File: src/rtl/irq_ctrl.sv
// Six-source external interrupt controller: synchronise/latch requests, mask, fixed-priority
// arbitration and an IDLE/PENDING/SERVICE handshake with CP0. Define IRQ_SYNC2_EN for a two-flop input synchroniser.
module irq_ctrl #(
   parameter int NSRC = 6
) (
   input  logic            clk,
   input  logic            reset,
   input  logic [NSRC-1:0] src_irq,
   input  logic            int_taken,
   input  logic            we,
   input  logic [1:0]      addr,
   input  logic [31:0]     wdata,
   output logic [31:0]     rdata,
   output logic [NSRC-1:0] hwint,
   output logic            in_service
);

   typedef enum logic [1:0] {
      IDLE    = 2'd0,
      PENDING = 2'd1,
      SERVICE = 2'd2
   } state_e;

   // Lowest set index wins; index 0 is the highest priority.
   function automatic logic [2:0] pick_winner(input logic [NSRC-1:0] r);
      logic [2:0] w;
      w = 3'd0;
      for (int i = NSRC - 1; i >= 0; i--) begin
         if (r[i]) begin
            w = 3'(i);
         end
      end
      return w;
   endfunction

   state_e          state_q, state_d;
   logic [2:0]      cur_id_q, cur_id_d;
   logic [NSRC-1:0] mask_q, mask_d;
   logic [NSRC-1:0] edge_q, edge_d;
   logic [NSRC-1:0] pend_q, pend_d;
   logic [NSRC-1:0] s_q, s_d_q;
   logic [NSRC-1:0] hwint_q, hwint_d;
   logic            in_service_q, in_service_d;
   logic [NSRC-1:0] req_s;
   logic [2:0]      win_s;
   logic            accept_s;
   logic            eoi_s;
   logic            pend_wr_s;
   logic            unused_wdata_s;

   assign unused_wdata_s = ^wdata[31:NSRC];

`ifdef IRQ_SYNC2_EN
   logic [NSRC-1:0] s1_q;

   // Two-flop synchroniser for requests asynchronous to clk.
   always_ff @(posedge clk or negedge reset) begin
      if (!reset) begin
         s1_q <= '0;
         s_q  <= '0;
      end else begin
         s1_q <= src_irq;
         s_q  <= s1_q;
      end
   end
`else
   // Single capture stage for requests already synchronous to clk.
   always_ff @(posedge clk or negedge reset) begin
      if (!reset) begin
         s_q <= '0;
      end else begin
         s_q <= src_irq;
      end
   end
`endif

   // Arbitration, handshake FSM next state and registered output values.
   always_comb begin
      req_s        = pend_q & mask_q;
      win_s        = pick_winner(req_s);
      eoi_s        = we && (addr == 2'd3);
      state_d      = state_q;
      cur_id_d     = cur_id_q;
      accept_s     = 1'b0;
      case (state_q)
         IDLE: begin
            if (req_s != '0) begin
               state_d  = PENDING;
               cur_id_d = win_s;
            end else begin
               state_d  = IDLE;
            end
         end
         PENDING: begin
            if (req_s == '0) begin
               state_d  = IDLE;
            end else if (int_taken) begin
               state_d  = SERVICE;
               accept_s = 1'b1;
            end else begin
               cur_id_d = win_s;
            end
         end
         SERVICE: begin
            if (eoi_s) begin
               state_d = IDLE;
            end else begin
               state_d = SERVICE;
            end
         end
         default: begin
            state_d = IDLE;
         end
      endcase
      hwint_d      = (state_d == PENDING) ? (NSRC'(1) << cur_id_d) : '0;
      in_service_d = (state_d == SERVICE);
   end

   // Pending latch: level bits follow the input, edge bits hold until cleared; a new edge beats a clear.
   always_comb begin
      pend_wr_s = we && (addr == 2'd2);
      mask_d    = (we && (addr == 2'd0)) ? wdata[NSRC-1:0] : mask_q;
      edge_d    = (we && (addr == 2'd1)) ? wdata[NSRC-1:0] : edge_q;
      pend_d    = pend_q;
      for (int i = 0; i < NSRC; i++) begin
         if (edge_q[i]) begin
            pend_d[i] = (s_q[i] & ~s_d_q[i]) |
                        (pend_q[i] & ~((pend_wr_s & wdata[i]) | (accept_s & (cur_id_q == 3'(i)))));
         end else begin
            pend_d[i] = s_q[i];
         end
      end
   end

   // Controller state, configuration and output registers.
   always_ff @(posedge clk or negedge reset) begin
      if (!reset) begin
         state_q      <= IDLE;
         cur_id_q     <= 3'd0;
         mask_q       <= '0;
         edge_q       <= '0;
         pend_q       <= '0;
         s_d_q        <= '0;
         hwint_q      <= '0;
         in_service_q <= 1'b0;
      end else begin
         state_q      <= state_d;
         cur_id_q     <= cur_id_d;
         mask_q       <= mask_d;
         edge_q       <= edge_d;
         pend_q       <= pend_d;
         s_d_q        <= s_q;
         hwint_q      <= hwint_d;
         in_service_q <= in_service_d;
      end
   end

   // Register read mux.
   always_comb begin
      case (addr)
         2'd0:    rdata = {{(32-NSRC){1'b0}}, mask_q};
         2'd1:    rdata = {{(32-NSRC){1'b0}}, edge_q};
         2'd2:    rdata = {{(32-NSRC){1'b0}}, pend_q};
         2'd3:    rdata = {28'd0, in_service_q, cur_id_q};
         default: rdata = 32'd0;
      endcase
   end

   assign hwint      = hwint_q;
   assign in_service = in_service_q;

endmodule

File: config.mk
export PLATFORM = sky130hd
export DESIGN_NAME = irq_ctrl
export DESIGN_NICKNAME = d
export VERILOG_FILES = /design/src/rtl/irq_ctrl.sv
export SDC_FILE = /design/constraint.sdc
export NUM_CORES = 1
export LEC_CHECK = 0
export ABC_AREA = 1
export CAP_MARGIN = 30
export CELL_PAD_IN_SITES_DETAIL_PLACEMENT = 1
export CELL_PAD_IN_SITES_GLOBAL_PLACEMENT = 2
export CORE_MARGIN = 10
export CORE_UTILIZATION = 24
export CTS_CLUSTER_SIZE = 28
export DETAILED_ROUTE_END_ITERATION = 8
export GPL_ROUTABILITY_DRIVEN = 0
export PLACE_DENSITY = 0.8
export SLEW_MARGIN = 10
export SYNTH_ARGS = -nofsm -noshare
export SYNTH_HDL_FRONTEND = slang
export SYNTH_SLANG_ARGS = --single-unit
File: constraint.sdc
create_clock -name clk -period 1.65 [get_ports clk]
set_input_delay 0.4125 -clock clk [delete_from_list [all_inputs] [get_ports clk]]
set_output_delay 0.4125 -clock clk [all_outputs]
set_load 0.005 [all_outputs]
Fig. 1: run 1, sequential cells grouped by signal name
Bar = 20 um.
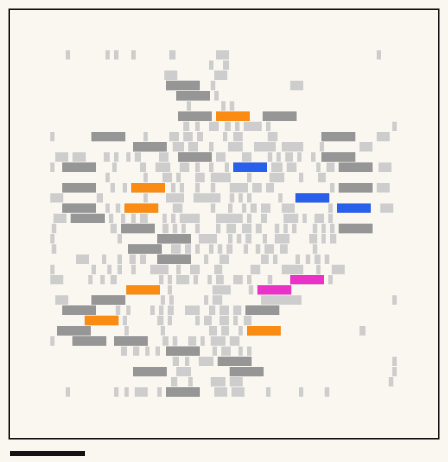
Key: orange = pend_q [sequential cells 6]; magenta = state_q [sequential cells 2]; blue = cur_id_q [sequential cells 3]

Fig. 2: run 1, layout detail
Bar = 5 um. Window x 47 to 67, y 70 to 90 um. Cells in grey, sequential cells in the stronger grey; small squares are vias.
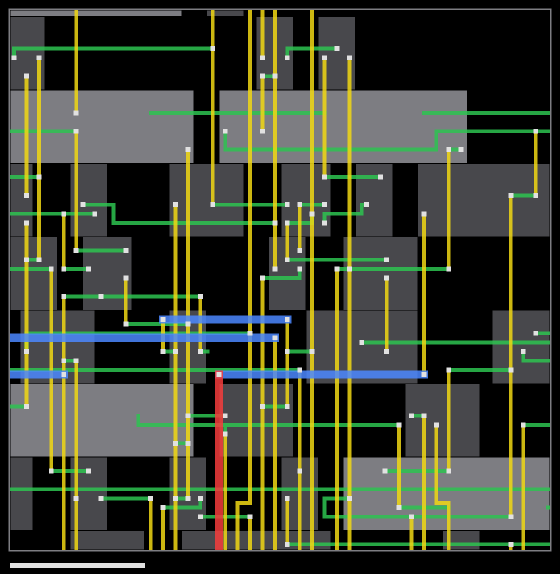
Key: blue = M3; red = M4; yellow = M2; green = M1
Most frequent: nand2_1 (7), buf_4 (6), dfrtp_1 (4). 24 logic cells have their middle in the window. Sequential cells in the window: 4.

Fig. 3: run 1, metal layers overlaid
Bar = 20 um.
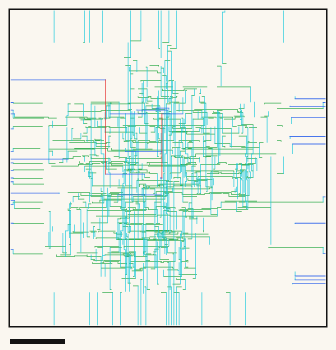
Key: cyan = M2 [wire length 2850 um]; red = M4 [wire length 57.1 um]; green = M1 [wire length 2400 um]; blue = M3 [wire length 267 um]
gr usage total: 9.02%
wire per inst: 13.2 um

Fig. 4: run 1, routing congestion
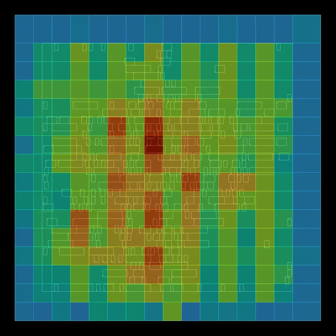
met1 Use GR: 10.2%
routing usage on met2: 15.9%
GRT Max-Usage Layer: met2
final core utilization: 32.5%

==> GITHUB_STEP_SUMMARY, run 1 <==
## Implementation flow summary

| Metric | Value |
|---|---|
| Outcome | finished clean |
| Top cell type by instance count after synthesis | nand2_1 |
| Fmax | ~620 MHz |
| Placed cell areas | 2640 um^2 |
| Final setup violation count | 0 |
| Number of global-route vias before repair | 1923 |
| Commonest cells in the netlist | nand2_1, dfrtp_1, buf_4 |
| Vias | 1718 |
| Setup slack, reg-to-reg | 0.31 ns |
| Placed cells | 410 |
| Synth cell types | 22 |
| CP Class | flip-flop to output pin |
| Final std cells w/o fill | 423 |
| Clk slew on worst S/H paths | approximately 0.08 ns |
| CP endpoint | in_service |
| Top cell excl fill/tap | nand2_1 |
| Routed WL | 5570 um |
| Yosys warns | 0 |
| Reg2reg path depth | 9 |
| Max Cap Viol | 0 |
| Cell-internal power | 0.00228 W |
| CP Capture Type | output pin |
| Most common logic cells in the final layout | nand2_1, dfrtp_1, buf_4, conb_1, clkdlybuf4s50_1 |
| Setup TNS | 0 ns |
| Root Driver | clkbuf_8 |
| Logic pwr share | 37.0% |
| DRT iter0 DRCs | roughly 42 |
| Hold buffers post-CTS | 0 |
| Sw Pwr | 0.00120 W |
| Post-route DRC | 0 |
| Top_reg_cell synth | dfrtp_1 |
| Crit-path max FO | 2 |
| Port Buf Inserts | 30 |
| Met3 WL post-DR | 267 um |
| Die height | between 100 and 150 um |
| Hpwl dp | 4550 um |
| Comb pwr | ~0.0013 W |
| Leakage | about 1.4 nW |
| Worst path top cell family by delay | buffers and inverters |
| CP max stage delay | 0.52 ns |
| Flops & latches, synth | 42 |
| CTS tree | done |
| Final Hold Fails | 0 |
| Core area | 8640 um^2 |
| Met2 routed WL | 2850 um |
| Final instance area | 2810 um^2 |
| Overflow after GRT | 0 |
| Seq share, synth | between 40 and 50% |
| Cells after Synth | 251 |
| Vias/cell | 4.06 |
| Met3 Usage GRT | 2.62% |
| Synthesis-to-finish area growth | 32.7% |
| Initial antenna violation count | 0 |
| Dpl ws | -0.828 ns |
| Main area contributors | dfrtp_1, nand2_1, buf_4 |
| Metal-1 WL | roughly 2400 um |
| Cell at the slowest stage of the critical path | clkdlybuf4s50_1 |
| Clk sink count | 42 |
| Critical path depth | 1 |
| Crit path launch type | flip-flop |
| Mean Syn Cell Area | roughly 8.4 um^2 |
| Number of routed nets with antenna violations | 0 |
| Die X | 114 um |
| Core Util at FP | 24.5% |
| Mapped Area | 2120 um^2 |
| Pwr dens | 1240 nW/um^2 |
| Required time at the worst-slack endpoint | 1.24 ns |
| OpenROAD warnings | 53 |
| Latency at later pin | 0.29 ns |
| Chip area | 13000 um^2 |
| Antenna diodes | 0 |
| # IOs | just over 80 |
| Clock Tree Buf Depth | 2 |
| Clock Skew | 0.00584 ns |
| Nets@finish | between 300 and 400 |
| Number of CTS-inserted buffers | 5 |
| Period utilization | 97.4% |
| Reg power frac | 39.1% |
| CTS resizes | 34 |
| CP Cell Sequence | clkdlybuf4s50_1 |
| Ys cells | about 250 |
| Max rail drop VDD | 0.000302 V |
| Post-route setup slack | 0.0432 ns |
| Pins over their slew limit | 0 |
| Chip Area, Yosys | 2120 um^2 |
| PnR Total Power | 0.00348 W |
| Hold Crit Class | primary input to asynchronous set/reset pin |
| Clock power frac | 23.9% |
==> run 1: cell type report <==
cell class | count | area, um^2 | share of cell area (%)
sequential | 42 | 1050 | 37.4
multi-input combinational | 179 | 877 | 31.2
timing repair buffer | 60 | 531 | 18.9
tap | 108 | 135 | 4.81
inverter | 27 | 104 | 3.70
clock buffer | 6 | 82.6 | 2.94
clock inverter | 1 | 30.0 | 1.07
==> run 1: state kept, by name (all words and copies together) (netlist names) <==
register	flops
in_service	1
state_q	2
edge_q	6
mask_q	6
hwint	6
s_d_q	6
pend_q	6
cur_id_q	3
s_q	6
==> run 1: cell families after synthesis <==
logic type,share of synthesized area (%)
AND/OR/NAND/NOR,28.6
buffers and inverters,14.5
flip-flops,49.6
AND-OR/OR-AND,7.15
other,0.177
Fig. 5: run 1, logic cells by family
Bar = 20 um.
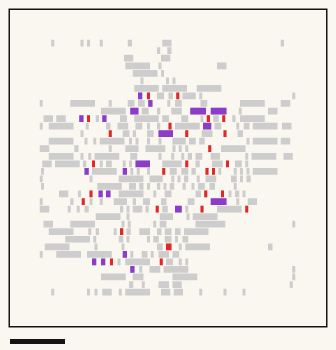

--- run 2 (diff from run 1) ---
--- a/config.mk
+++ b/config.mk
@@ -11,9 +11,10 @@
 export CELL_PAD_IN_SITES_GLOBAL_PLACEMENT = 2
 export CORE_MARGIN = 10
 export CORE_UTILIZATION = 24
-export CTS_CLUSTER_SIZE = 28
+export CTS_CLUSTER_SIZE = 40
 export DETAILED_ROUTE_END_ITERATION = 8
 export GPL_ROUTABILITY_DRIVEN = 0
+export HOLD_SLACK_MARGIN = 0.05
 export PLACE_DENSITY = 0.8
 export SLEW_MARGIN = 10
 export SYNTH_ARGS = -nofsm -noshare
Fig. 6: run 2, logic cells by family
Bar = 20 um.
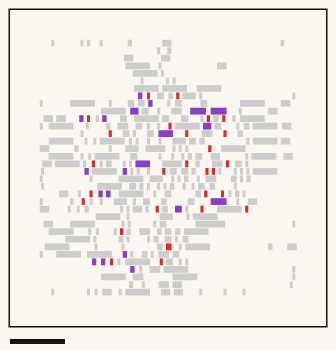
Key: purple = aoi and oai cells [cells 20, most used o21ai_1]; red = inv cells [cells 27, most used inv_1]

Fig. 7: run 2, routing congestion
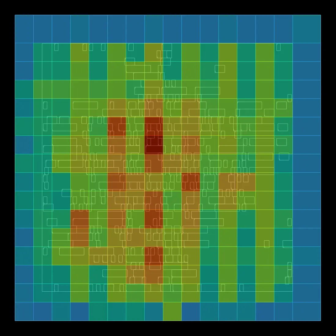
met3 Usage GRT: 2.62%
final core utilization: 32.7%

Fig. 8: run 2, metal layers overlaid
Bar = 20 um.
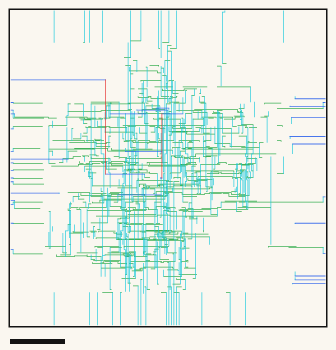
Key: cyan = M2 [wire length 2850 um]; red = M4 [wire length 57.1 um]; green = M1 [wire length 2400 um]; blue = M3 [wire length 267 um]

==> run 2 against run 1 <==
Compared with the run above:
- count of clock-buffer cells in the layout unchanged
- critical endpoint unchanged
- synthesized cell count stayed put
- fmax is the same
- final cell count grew 0.24%
- setup slack did not move
- clock skew unchanged
==> GITHUB_STEP_SUMMARY, run 2 <==
## Implementation flow summary

| Metric | Value |
|---|---|
| Ys cells | 251 |
| Clock-cell share | 3.99% |
| Logic area | 877 um^2 |
| Wire per inst | 13.1 um |
| # IOs | 83 |
| Post-route setup slack | 0.0432 ns |
| Mean Syn Cell Area | 8.44 um^2 |
| Crit-path max FO | 2 |
| Outcome | finished clean |
| Adder Share, Synth | 0% |
| Flops & latches, synth | 42 |
| CTS tree | done |
| Core area | 8640 um^2 |
| Number of routed nets with antenna violations | 0 |
| Vias | 1720 |
| Non-clk buf share | a little under a fifth |
| Dpl ws | -0.828 ns |
| Logic pwr share | approximately 37% |
| Gr usage total | 9.02% |
| Final Hold Fails | 0 |
| Synth cell types | 22 |
| Seq share, synth | between 40% and 50% |
| Yosys warns | 0 |
| CP Class | flip-flop to output pin |
| Hold buffers post-CTS | 1 |
| Crit path launch type | flip-flop |
| Cells after Synth | 251 |
| Clk sink count | 42 |
| Setup TNS | 0 ns |
| AO/OA Area Share | between 7 and 8% |
| Final std cells w/o fill | 424 |
| Main area contributors | dfrtp_1, nand2_1, buf_4 |
| Antenna diodes | 0 |
| Placed cells | 410 |
| Vias/cell | 4.06 |
| Number of CTS-inserted buffers | 5 |
| Reg power frac | 39.0% |
| Worst path top cell family by delay | buffers and inverters |
| Cell at the slowest stage of the critical path | clkdlybuf4s50_1 |
| # clk buffers | 6 |
| Sw Pwr | approximately 0.0012 W |
| Die X | 114 um |
| Final setup violation count | 0 |
| Comb pwr | 0.00129 W |
| Period utilization | 97.4% |
| Sequential standard cell area | 1050 um^2 |
| Core Util at FP | roughly a quarter |
| Routed WL | 5570 um |
| Cell-internal power | ~0.0023 W |
| Comb/total area | 31.1% |
| OpenROAD warnings | ~53 |
| Clock power frac | about a quarter |
| Clock Tree Buf Depth | 2 |
| #MultiIn Comb | 179 |
| Hold Crit Class | flip-flop to flip-flop |
| Final instance area | approximately 2800 um^2 |
| XOR Share, Synth | 0% |
| Top cell type by instance count after synthesis | nand2_1 |
| Most common logic cells in the final layout | nand2_1, dfrtp_1, buf_4, conb_1, clkdlybuf4s50_1 |
| Post-route DRC | 0 |
| Commonest cells in the netlist | nand2_1, dfrtp_1, buf_4 |
| CP Capture Type | output pin |
| Clk slew on worst S/H paths | 0.08 ns |
| Leakage | approximately 1.4 nW |
| Biggest Area Class | sequential cells |
| Dominant combinational family | simple AND/OR/NAND/NOR gates |
| Initial antenna violation count | 0 |
-- run 2: cell counts after synthesis --
No cell type changed its count.
-- run 2: path summary, 6_finish.rpt --
check,endpoint,depth (start not counted),slack [ns]
max in group asynchronous,state_q[1],3,0.58
worst min register to register,s_d_q[5],0,0.38
min in group asynchronous,hwint[1],2,0.58
worst max-delay path,in_service,1,0.04
worst min-delay path,s_d_q[5],0,0.38
worst max register to register,hwint[5],9,0.31
-- run 2: per-layer routing --
layer | global-route usage, % | share of wire (%) | vias up | wire length (um)
met2 | 15.9 | 51 | 39 | 2850
met4 | 2.76 | 1.0 | 0 | 57
met1 | 10.2 | 43 | 820 | 2400
li1 | - | - | 856 | -
met5 | 0 | 0 | - | 0
met3 | 2.62 | 4.8 | 5 | 267
--- run 3 (diff from run 2) ---
--- a/config.mk
+++ b/config.mk
@@ -14,7 +14,7 @@
 export CTS_CLUSTER_SIZE = 40
 export DETAILED_ROUTE_END_ITERATION = 8
 export GPL_ROUTABILITY_DRIVEN = 0
-export HOLD_SLACK_MARGIN = 0.05
+export HOLD_SLACK_MARGIN = 0.12
 export PLACE_DENSITY = 0.8
 export SLEW_MARGIN = 10
 export SYNTH_ARGS = -nofsm -noshare
Fig. 9: run 3, routing congestion
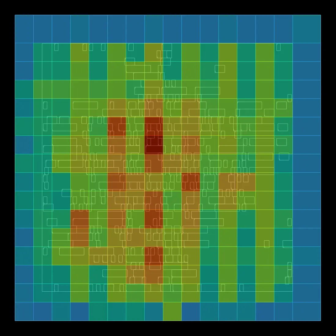
wire per inst: 13.1 um

Fig. 10: run 3, logic cells by family
Bar = 20 um.
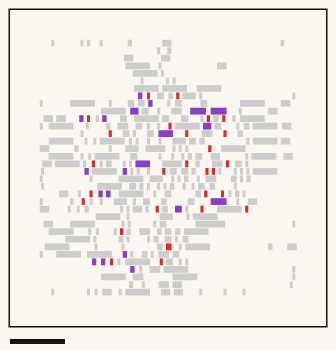
Key: purple = aoi and oai cells [cells 20, most used o21ai_1]; red = inv cells [cells 27, most used inv_1]
final std cells w/o fill: 424
Comb/total area: 31.1%
Top cell excl fill/tap: nand2_1

Fig. 11: run 3, sequential cells grouped by signal name
Bar = 20 um.
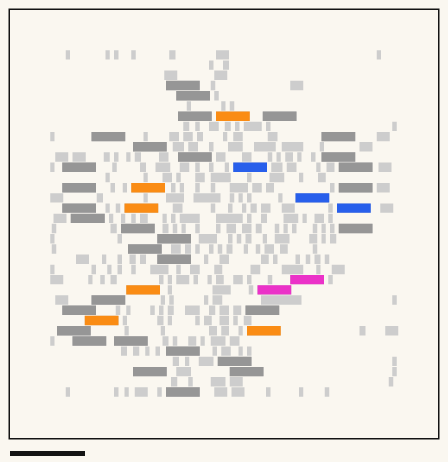
Key: orange = pend_q [sequential cells 6]; blue = cur_id_q [sequential cells 3]; magenta = state_q [sequential cells 2]

==> run 3 against run 2 <==
Compared with the run above:
- combinational power barely moved
- highest routed layer unchanged
- sequential power barely moved
- core utilization did not move
- final area did not move
- clock skew did not move
- critical path type unchanged
- wire length did not move
- synthesized cell count did not move
- global-route usage did not move
- via count did not move
- final cell count did not move
- non-clock buffer count did not move
==> GITHUB_STEP_SUMMARY, run 3 <==
## Implementation flow summary

| Metric | Value |
|---|---|
| Fmax | 622 MHz |
| Tmin final | 1.61 ns |
| Pins over their slew limit | 0 |
| Number of CTS-inserted buffers | 5 |
| #MultiIn Comb | 179 |
| Final Hold Fails | 0 |
| Crit path launch type | flip-flop |
| Count of plain and timing-repair buffers | 61 |
| # IOs | 83 |
| Setup TNS | 0 ns |
| Latency at later pin | 0.29 ns |
| Seq area share | between 30% and 40% |
| CTS tree | done |
| Synth cell types | 22 |
| Number of global-route vias before repair | 1926 |
| Logic pwr share | between 30% and 40% |
| Required time at the worst-slack endpoint | ~1.2 ns |
| Number of routed nets with antenna violations | 0 |
| Hold buffers post-CTS | 1 |
| Core Util at FP | 24.5% |
| WP buf/inv | 1 |
| Top_reg_cell synth | dfrtp_1 |
| Comb pwr | ~0.0013 W |
| Logic area | 877 um^2 |
| Sequential standard cell area | 1050 um^2 |
| Reg power frac | 39.0% |
| Core area | 8640 um^2 |
| Flops & latches, synth | between 40 and 50 |
| Top cell type by instance count after synthesis | nand2_1 |
| Port Buf Inserts | 30 |
| Clk slew on worst S/H paths | 0.08 ns |
| Overflow after GRT | 0 |
| DRT iter0 DRCs | 43 |
| Outcome | finished clean |
| Cells after Synth | 251 |
| Yosys warns | 0 |
| Max Cap Viol | 0 |
| Synthesis-to-finish area growth | 33.1% |
| Die X | 114 um |
| Seq share, synth | 49.6% |
| Hold Crit Class | flip-flop to flip-flop |
| Post-synth ARST share | 100% |
| Cell-internal power | 0.00228 W |
| Number of enable flip-flop cells | 0 |
| Post-route DRC | 0 |
| Clk sink count | ~42 |
| Commonest cells in the netlist | nand2_1, dfrtp_1, buf_4 |
| CP Class | flip-flop to output pin |
| Antenna diodes | 0 |
| CP max stage delay | ~0.52 ns |
| Leakage | ~1.4 nW |
| Gr usage total | 9.02% |
| CP Cell Sequence | clkdlybuf4s50_1 |
| Ys cells | 251 |
| Final setup violation count | 0 |
| Chip Area, Yosys | 2120 um^2 |
| Main area contributors | dfrtp_1, nand2_1, buf_4 |
| Clock-cell share | 3.99% |
| Final instance area | between 2000 and 3000 um^2 |
| Sw Pwr | 0.00120 W |
| Tapcell Cnt | 108 |
| Placed cell areas | between 2000 and 3000 um^2 |
| Hpwl dp | 4550 um |
| Final core utilization | 32.7% |
| Most common logic cells in the final layout | nand2_1, dfrtp_1, buf_4, conb_1, clkdlybuf4s50_1 |
| Pwr dens | 1230 nW/um^2 |
| Dpl ws | -0.828 ns |
| Post-route setup slack | 0.0432 ns |
| Root Driver | clkbuf_8 |
| Crit-path max FO | 2 |
| Biggest Area Class | sequential cells |
| Non-clk buf share | a little under a fifth |
| Largest net degree at the start of global routing | 28 |
| Largest power group | sequential cells |
| Chip area | 13000 um^2 |
| First-pass GRT wire length | 9450 um |
| Period utilization | 97.4% |
| Mapped Area | 2120 um^2 |
| Nets@finish | ~360 |
| Clock Skew | between 0.005 and 0.006 ns |
| Cell at the slowest stage of the critical path | clkdlybuf4s50_1 |
| Worst path top cell family by delay | buffers and inverters |
| Initial antenna violation count | 0 |
| PnR Total Power | 0.00348 W |
| Max rail drop VDD | 0.000302 V |
| Routed WL | 5570 um |
| Vias | 1720 |
| # clk buffers | 6 |
run 3: logic make-up (layout without fill, tap and decap cells):
group           count (synthesis)  after routing  share of synthesized area, %
compound gates                 20             20                          7.15
buf+inv                        55             95                          14.5
flops                          42             42                          49.6
other cells                     1             26                         0.177
simple gates                  133            133                          28.6
run 3: path summary, 6_finish.rpt:
kind	end	cells past startpoint	startpoint	slack, ns
min	s_d_q[5]	0	s_q[5]	0.38
max reg2reg	hwint[5]	9	pend_q[1]	0.31
max in group asynchronous	state_q[1]	3	reset	0.58
min in group asynchronous	hwint[1]	2	reset	0.58
max	in_service	1	in_service	0.04
min reg2reg	s_d_q[5]	0	s_q[5]	0.38
run 3: layer usage:
metal	global-route usage, %	part of all wire (%)
met5	0	0
met4	2.76	1.0
met3	2.62	4.8
met2	15.9	51
met1	10.2	43
Power figures rest on the tool's default switching activity, not on a simulated workload.
